Figure 1. Met3 routing (run 1).
Bar = 20 um.
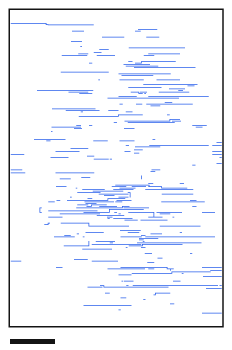
Figure 2. Wiring by layer (run 1).
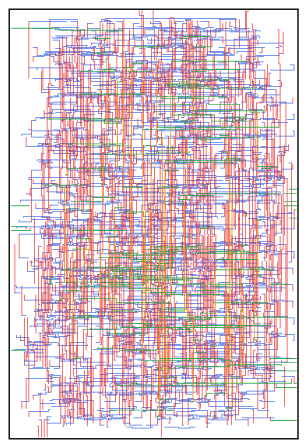
Figure 3. Cell outlines without signal wires (run 1).
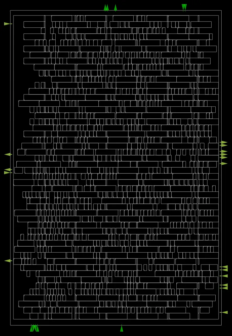
### config.mk
export PLATFORM = sky130hd
export DESIGN_NAME = coax_tx_loader
export DESIGN_NICKNAME = d
export VERILOG_FILES = /design/src/rtl/coax_pkg.sv /design/src/rtl/coax_tx_fifo.sv /design/src/rtl/coax_tx_loader.sv
export SDC_FILE = /design/constraint.sdc
export NUM_CORES = 1
export LEC_CHECK = 0
export ABC_AREA = 1
export CAP_MARGIN = 0
export CORE_ASPECT_RATIO = 1.5
export CORE_MARGIN = 1
export CORE_UTILIZATION = 65
export CTS_CLUSTER_SIZE = 12
export DETAILED_ROUTE_END_ITERATION = 7
export PLACE_DENSITY = 0.83
export SETUP_SLACK_MARGIN = 0.15
export SLEW_MARGIN = 20
export SYNTH_ARGS = -nofsm -noshare
export SYNTH_HDL_FRONTEND = slang
export SYNTH_HIERARCHICAL = 1
export SYNTH_SLANG_ARGS = --single-unit
export TNS_END_PERCENT = 100
### constraint.sdc
create_clock -name clk -period 3.1 [get_ports clk]
set_input_delay 0.62 -clock clk [delete_from_list [all_inputs] [get_ports clk]]
set_output_delay 0.62 -clock clk [all_outputs]
set_load 0.02 [all_outputs]
### src/rtl/coax_pkg.sv
// coax_pkg: definitions shared by the coax TX loader and its FIFO.
//   CMD_TX / CMD_RX  - SPI command bytes that open a TX or RX transaction
//   WORD_WIDTH       - width of one coax word
//   tx_loader_state_t - loader FSM states
package coax_pkg;

    localparam logic [7:0] CMD_TX     = 8'h04;
    localparam logic [7:0] CMD_RX     = 8'h05;
    localparam int         WORD_WIDTH = 10;

    typedef enum logic [1:0] {
        IDLE,
        HIGH,
        LOW,
        SKIP
    } tx_loader_state_t;

endpackage

### src/rtl/coax_tx_fifo.sv
// coax_tx_fifo: first-word fall-through FIFO with registered full/empty.
// Ports:
//   clk, reset      - clock, asynchronous active-low reset
//   push, push_data - write strobe and word (ignored while full)
//   pop             - read strobe (ignored while empty)
//   data            - head-of-FIFO word
//   empty, full     - registered status flags
module coax_tx_fifo
    import coax_pkg::*;
#(
    parameter int DEPTH      = 16,
    parameter int WORD_WIDTH = 10
) (
    input  logic                  clk,
    input  logic                  reset,
    input  logic                  push,
    input  logic [WORD_WIDTH-1:0] push_data,
    input  logic                  pop,
    output logic [WORD_WIDTH-1:0] data,
    output logic                  empty,
    output logic                  full
);

    localparam int AW = $clog2(DEPTH);
    localparam logic [AW:0] PTR_ONE = 1;

    logic [WORD_WIDTH-1:0] mem [DEPTH];
    logic [AW:0]           wr_ptr;
    logic [AW:0]           rd_ptr;
    logic [AW:0]           wr_next;
    logic [AW:0]           rd_next;
    logic                  do_push;
    logic                  do_pop;

    // A push while full is dropped even if a pop frees a slot this cycle.
    assign do_push = push && !full;
    assign do_pop  = pop && !empty;
    assign wr_next = do_push ? wr_ptr + PTR_ONE : wr_ptr;
    assign rd_next = do_pop  ? rd_ptr + PTR_ONE : rd_ptr;

    assign data = mem[rd_ptr[AW-1:0]];

    // Storage is reset so the head word reads as zero out of reset.
    always_ff @(posedge clk or negedge reset) begin
        if (!reset) begin
            wr_ptr <= '0;
            rd_ptr <= '0;
            empty  <= 1'b1;
            full   <= 1'b0;
            for (int i = 0; i < DEPTH; i++) begin
                mem[i] <= '0;
            end
        end else begin
            wr_ptr <= wr_next;
            rd_ptr <= rd_next;
            empty  <= (wr_next == rd_next);
            full   <= (wr_next[AW] != rd_next[AW]) &&
                      (wr_next[AW-1:0] == rd_next[AW-1:0]);
            if (do_push) begin
                mem[wr_ptr[AW-1:0]] <= push_data;
            end
        end
    end

endmodule

### src/rtl/coax_tx_loader.sv
// coax_tx_loader: decodes the SPI byte stream, assembles TX byte pairs into
// 10-bit coax words and buffers them for the coax transmitter.
// Ports:
//   clk, reset                   - clock, asynchronous active-low reset
//   spi_cs                       - active-low chip select (clk-synchronous)
//   spi_rx_data, spi_rx_strobe   - received byte and its one-cycle strobe
//   tx_data, tx_empty, tx_read   - FWFT drain port for the transmitter
//   tx_full                      - FIFO holds DEPTH words
//   tx_overflow                  - sticky, a word was dropped on full
//   tx_framing_error             - sticky, only with COAX_TX_STRICT_EN
//   tx_busy                      - TX transaction open (HIGH/LOW)
// Build option COAX_TX_STRICT_EN: a high byte with bits [7:2] set aborts
// the transaction into SKIP and raises tx_framing_error.
//
// state | meaning
// IDLE  | waiting for a command byte
// HIGH  | TX open, expecting the high byte
// LOW   | high byte held, expecting the low byte
// SKIP  | non-TX command, ignore bytes until cs rises
module coax_tx_loader
    import coax_pkg::*;
#(
    parameter int DEPTH = 16
) (
    input  logic                  clk,
    input  logic                  reset,
    input  logic                  spi_cs,
    input  logic [7:0]            spi_rx_data,
    input  logic                  spi_rx_strobe,
    output logic [WORD_WIDTH-1:0] tx_data,
    output logic                  tx_empty,
    input  logic                  tx_read,
    output logic                  tx_full,
    output logic                  tx_overflow,
`ifdef COAX_TX_STRICT_EN
    output logic                  tx_framing_error,
`endif
    output logic                  tx_busy
);

    tx_loader_state_t      state;
    logic [1:0]            high_q;
    logic                  push;
    logic [WORD_WIDTH-1:0] word;

    // Word is written straight from the low-byte strobe so it lands on the
    // edge that samples that strobe.
    assign push = (state == LOW) && spi_rx_strobe && !spi_cs;
    assign word = {high_q, spi_rx_data};

    always_ff @(posedge clk or negedge reset) begin
        if (!reset) begin
            state       <= IDLE;
            high_q      <= '0;
            tx_busy     <= 1'b0;
            tx_overflow <= 1'b0;
`ifdef COAX_TX_STRICT_EN
            tx_framing_error <= 1'b0;
`endif
        end else if (spi_cs) begin
            state   <= IDLE;
            tx_busy <= 1'b0;
        end else begin
            if (push && tx_full) begin
                tx_overflow <= 1'b1;
            end
            if (spi_rx_strobe) begin
                case (state)
                    IDLE: begin
                        if (spi_rx_data == CMD_TX) begin
                            state       <= HIGH;
                            tx_busy     <= 1'b1;
                            tx_overflow <= 1'b0;
`ifdef COAX_TX_STRICT_EN
                            tx_framing_error <= 1'b0;
`endif
                        end else begin
                            state <= SKIP;
                        end
                    end
                    HIGH: begin
`ifdef COAX_TX_STRICT_EN
                        if (|spi_rx_data[7:2]) begin
                            state            <= SKIP;
                            tx_busy          <= 1'b0;
                            tx_framing_error <= 1'b1;
                        end else begin
                            high_q <= spi_rx_data[1:0];
                            state  <= LOW;
                        end
`else
                        high_q <= spi_rx_data[1:0];
                        state  <= LOW;
`endif
                    end
                    LOW:     state <= HIGH;
                    default: state <= SKIP;
                endcase
            end
        end
    end

    coax_tx_fifo #(
        .DEPTH      (DEPTH),
        .WORD_WIDTH (WORD_WIDTH)
    ) u_fifo (
        .clk       (clk),
        .reset     (reset),
        .push      (push),
        .push_data (word),
        .pop       (tx_read),
        .data      (tx_data),
        .empty     (tx_empty),
        .full      (tx_full)
    );

endmodule

==> run notes, run 1 <==
run metrics: dpl cells=1212, Biggest Area Class=flip-flops and latches, non-clock inverter count in the final layout=106, Syn Nets=1075, clkbuf count=19, CTS max path bufs=2, total negative slack=0 ps, clock-cell share of area=6.02%, post-route cell area=9480 sq um, Area contributors post-synth=dfrtp_1 53%, nand2_1 11%, o21ai_0 10%, post-route core utilization=75.8%, Antenna Nets Post-Route=0, RSZ-0062 raised after global routing=yes, met2 global-route usage=56.5%, final hold violation count=0, Detailed Route Iter0 Violations=770, power share of the clock group=24.7%, Area Growth Syn to Fin=13.3%, combinational power=3.17 mW, xor/xnor share=0%, Power Dens Cells=877 nW/um^2, Reg area=4460 sq um, global-route usage over all layers=36.8%, status=complete, no violations
About Figure 1:
The layer holds 8.1% of the routed length. The wires run mostly horizontal.

About Figure 2:
Red shows met2, wire length 10800 um. Orange shows met4, wire length 1380 um. Green shows met3, wire length 1830 um. Blue shows met1, wire length 8680 um.

About Figure 3:
Non-Filler Instances: 1247
Well Taps: 156
flop share of the area: 47.0%
Seq cells: 178
core area: 12500 sq um

## run 1: state kept, by name (all words and copies together) (netlist names)
signal / cells
high_q: 2
state: 2
tx_busy: 1
tx_overflow: 1
u_fifo/empty: 1
u_fifo/full: 1
u_fifo/mem: 160
u_fifo/rd_ptr: 5
u_fifo/wr_ptr: 5
## run 1: layout by cell type (no fill, tap or decap)
cell type        synthesis  final
nand3_1                 33     33
buf_4                    3     29
o21bai_1                 4      4
a21oi_1                110    110
clkbuf_16                0     17
ha_1                     5      5
dlygate4sd2_1            0      4
clkbuf_8                 0      2
nor2_2                   1      2
clkinvlp_4               0      6
o21ai_1                  5      5
nand3_2                  1      1
clkinv_1                11     11
buf_8                    0      2
inv_6                    0      3
dfrtp_1                177    175
nor2_1                 119    118
o21ai_0                175    175
inv_1                   89     88
o31ai_1                  1      1
nand2_1                236    236
dfstp_2                  1      1
clkdlybuf4s50_1          0     17
nand2_2                  1      1
dlymetal6s2s_1           0      4
clkinv_4                 0      1
buf_6                    0      5
dfrtp_2                  0      2
buf_12                   0      3
inv_8                    0      4
nor2_8                   1      1
nor2_4                   1      1
inv_2                    6      6
nand4_1                  1      1
o211ai_1                17     17
## run 1: worst max-delay path: cells and delay by family (launching register included)
family	cells	cell delay, ps
compound gates	1	240
flops	1	460
simple gates	3	280
buf+inv	3	930
## run 1: final timing paths
check                            startpoint         endpoint  slack [ps]  depth (start not counted)
setup / recovery           u_fifo/rd_ptr[0]       tx_data[9]         140                          7
hold / removal                        reset   u_fifo/mem[48]         230                          1
setup reg to reg                   state[0]  u_fifo/mem[127]        1230                          7
hold reg to reg             u_fifo/mem[146]  u_fifo/mem[146]         480                          2
max in group asynchronous             reset  u_fifo/mem[113]        2080                          2
min in group clk            u_fifo/mem[146]  u_fifo/mem[146]         480                          2
==> inputs of run 2 (changes only) <==
--- a/config.mk
+++ b/config.mk
@@ -6,10 +6,11 @@
 export NUM_CORES = 1
 export LEC_CHECK = 0
 export ABC_AREA = 1
-export CAP_MARGIN = 0
-export CORE_ASPECT_RATIO = 1.5
+export CAP_MARGIN = 10
+export CORE_ASPECT_RATIO = 0.7
 export CORE_MARGIN = 1
 export CORE_UTILIZATION = 65
+export CTS_CLUSTER_DIAMETER = 80
 export CTS_CLUSTER_SIZE = 12
 export DETAILED_ROUTE_END_ITERATION = 7
 export PLACE_DENSITY = 0.83
Figure 4. Wiring by layer (run 2).
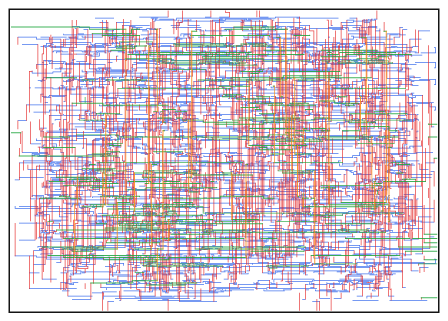
Blue shows met1, wire length 9850 um. Red shows met2, wire length 10100 um. Green shows met3, wire length 3020 um. Orange shows met4, wire length 844 um.

==> run notes, run 2 <==
run metrics: RSZ-0062 raised after global routing=yes, post-route cell area=9590 sq um, wirelength, routed=23.8 mm, Power Dens Cells=902 nW/um^2, Most used DFF post-synth=dfrtp_1, first-pass GRT wire length=38.1 mm, post-route core utilization=76.6%, Detailed Route Iter0 Violations=956, Worst Path Required=2480 ps, power share of the clock group=27.0%, Antenna Nets Post-Route=0, Non-Filler Instances=1256, post-place setup slack=426 ps, critical-path cell list=inv_4, buf_12, buf_4, a21oi_1, o21ai_0, nand2_1, nand2_1, nand3_1, dlygate4sd2_1, total negative slack=0 ps, Max Used Layer=met4, Int Power=5.34 mW, max capacitance violation total=0, met1 usage=55.8%, dpl cells=1220, YS chip area=8370 sq um, crit path buf inv count=4, Fmax achieved=0.352 GHz, NumNets Final=1100, Area Growth Syn to Fin=14.5%, top logic cells by instance count in the layout=236 x nand2_1, 175 x o21ai_0, 175 x dfrtp_1, status=complete, no violations, Synth top cells by count=236 x nand2_1, 177 x dfrtp_1, 175 x o21ai_0, 119 x nor2_1, 110 x a21oi_1, met3 GRT Util=10.3%, global-route usage over all layers=38.7%, top cell type by total area after synthesis=dfrtp_1, final hold violation count=0, Port Buffer Count=26, Area contributors post-synth=dfrtp_1 53%, nand2_1 11%, o21ai_0 10%, Crit path max-delay family=buffers and inverters, core area=12500 sq um, dpl cell area=8870 sq um, final slew viol count=0, max reg flops=160, layout cells sized above 1=8.41%, Vias=7657, post-synth cell types=25, critical path class=reg2out, Syn Nets=1075, Reg with most FFs=u_fifo/mem, most instantiated logic cell after routing=nand2_1, number of global-route vias before repair=7126, CTS max path bufs=2, biggest regs=u_fifo/mem x160, u_fifo/rd_ptr x5, u_fifo/wr_ptr x5, met2 global-route usage=55.3%
Figure 5. Cell outlines without signal wires (run 2).
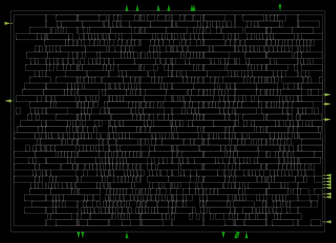
row count: 34
flop share of the area: 46.5%

run 2: netlist changes by cell type in the layout (fill, tap and decap cells not counted), moves of 3 or more:
cell,change
clkinvlp_4,-4
clkinv_4,+3
inv_8,-4
bufinv_16,+4
dlymetal6s2s_1,-3
buf_4,+8
buf_6,-4
run 2: final timing paths:
kind	slack, ps	end	cells past startpoint	startpoint
worst max-delay path	260	tx_data[2]	9	u_fifo/rd_ptr[0]
worst min-delay path	210	state[1]	1	reset
worst max register to register	1230	u_fifo/empty	11	u_fifo/rd_ptr[0]
worst min register to register	490	u_fifo/mem[132]	2	u_fifo/mem[132]
max in group asynchronous	2080	u_fifo/rd_ptr[0]	2	reset
min in group clk	490	u_fifo/mem[132]	2	u_fifo/mem[132]
run 2: timing repair:
action / CTS / global route
buffers inserted: 3 / 1
gates cloned: 1 / 0
endpoints found under the setup margin: 10 / 4
resized: 13 / 7
hold buffers: 0 / 0
run 2: layout make-up:
| class | instances | area (sq um) |
|---|---|---|
| repair buffers | 68 | 639 |
| well taps | 162 | 203 |
| clock inverters | 11 | 176 |
| multi-input cells | 711 | 3240 |
| fillers | 855 | 2920 |
| inverters | 106 | 405 |
| flip-flops and latches | 178 | 4460 |
| clock buffers | 20 | 467 |
run 2: power groups by stage:
stage / clock (mW) / combinational, mW / sequential (mW)
CTS: 2.34 / 3.09 / 3.10
floorplan: 0 / 2.06 / 3.02
global placement: 0 / 2.98 / 3.11
finish: 2.33 / 3.19 / 3.13
global route: 2.44 / 3.53 / 3.17
detailed placement: 0 / 3.05 / 3.12
run 2: cells by family after synthesis:
group | after synthesis | share of synthesized area (%)
adders and majority gates | 5 | 0.747
buffers and inverters | 168 | 8.10
and+or+nand+nor | 394 | 18.6
AOI/OAI and AO/OA | 312 | 19.3
DFF | 178 | 53.2
Power figures rest on the tool's default switching activity, not on a simulated workload.
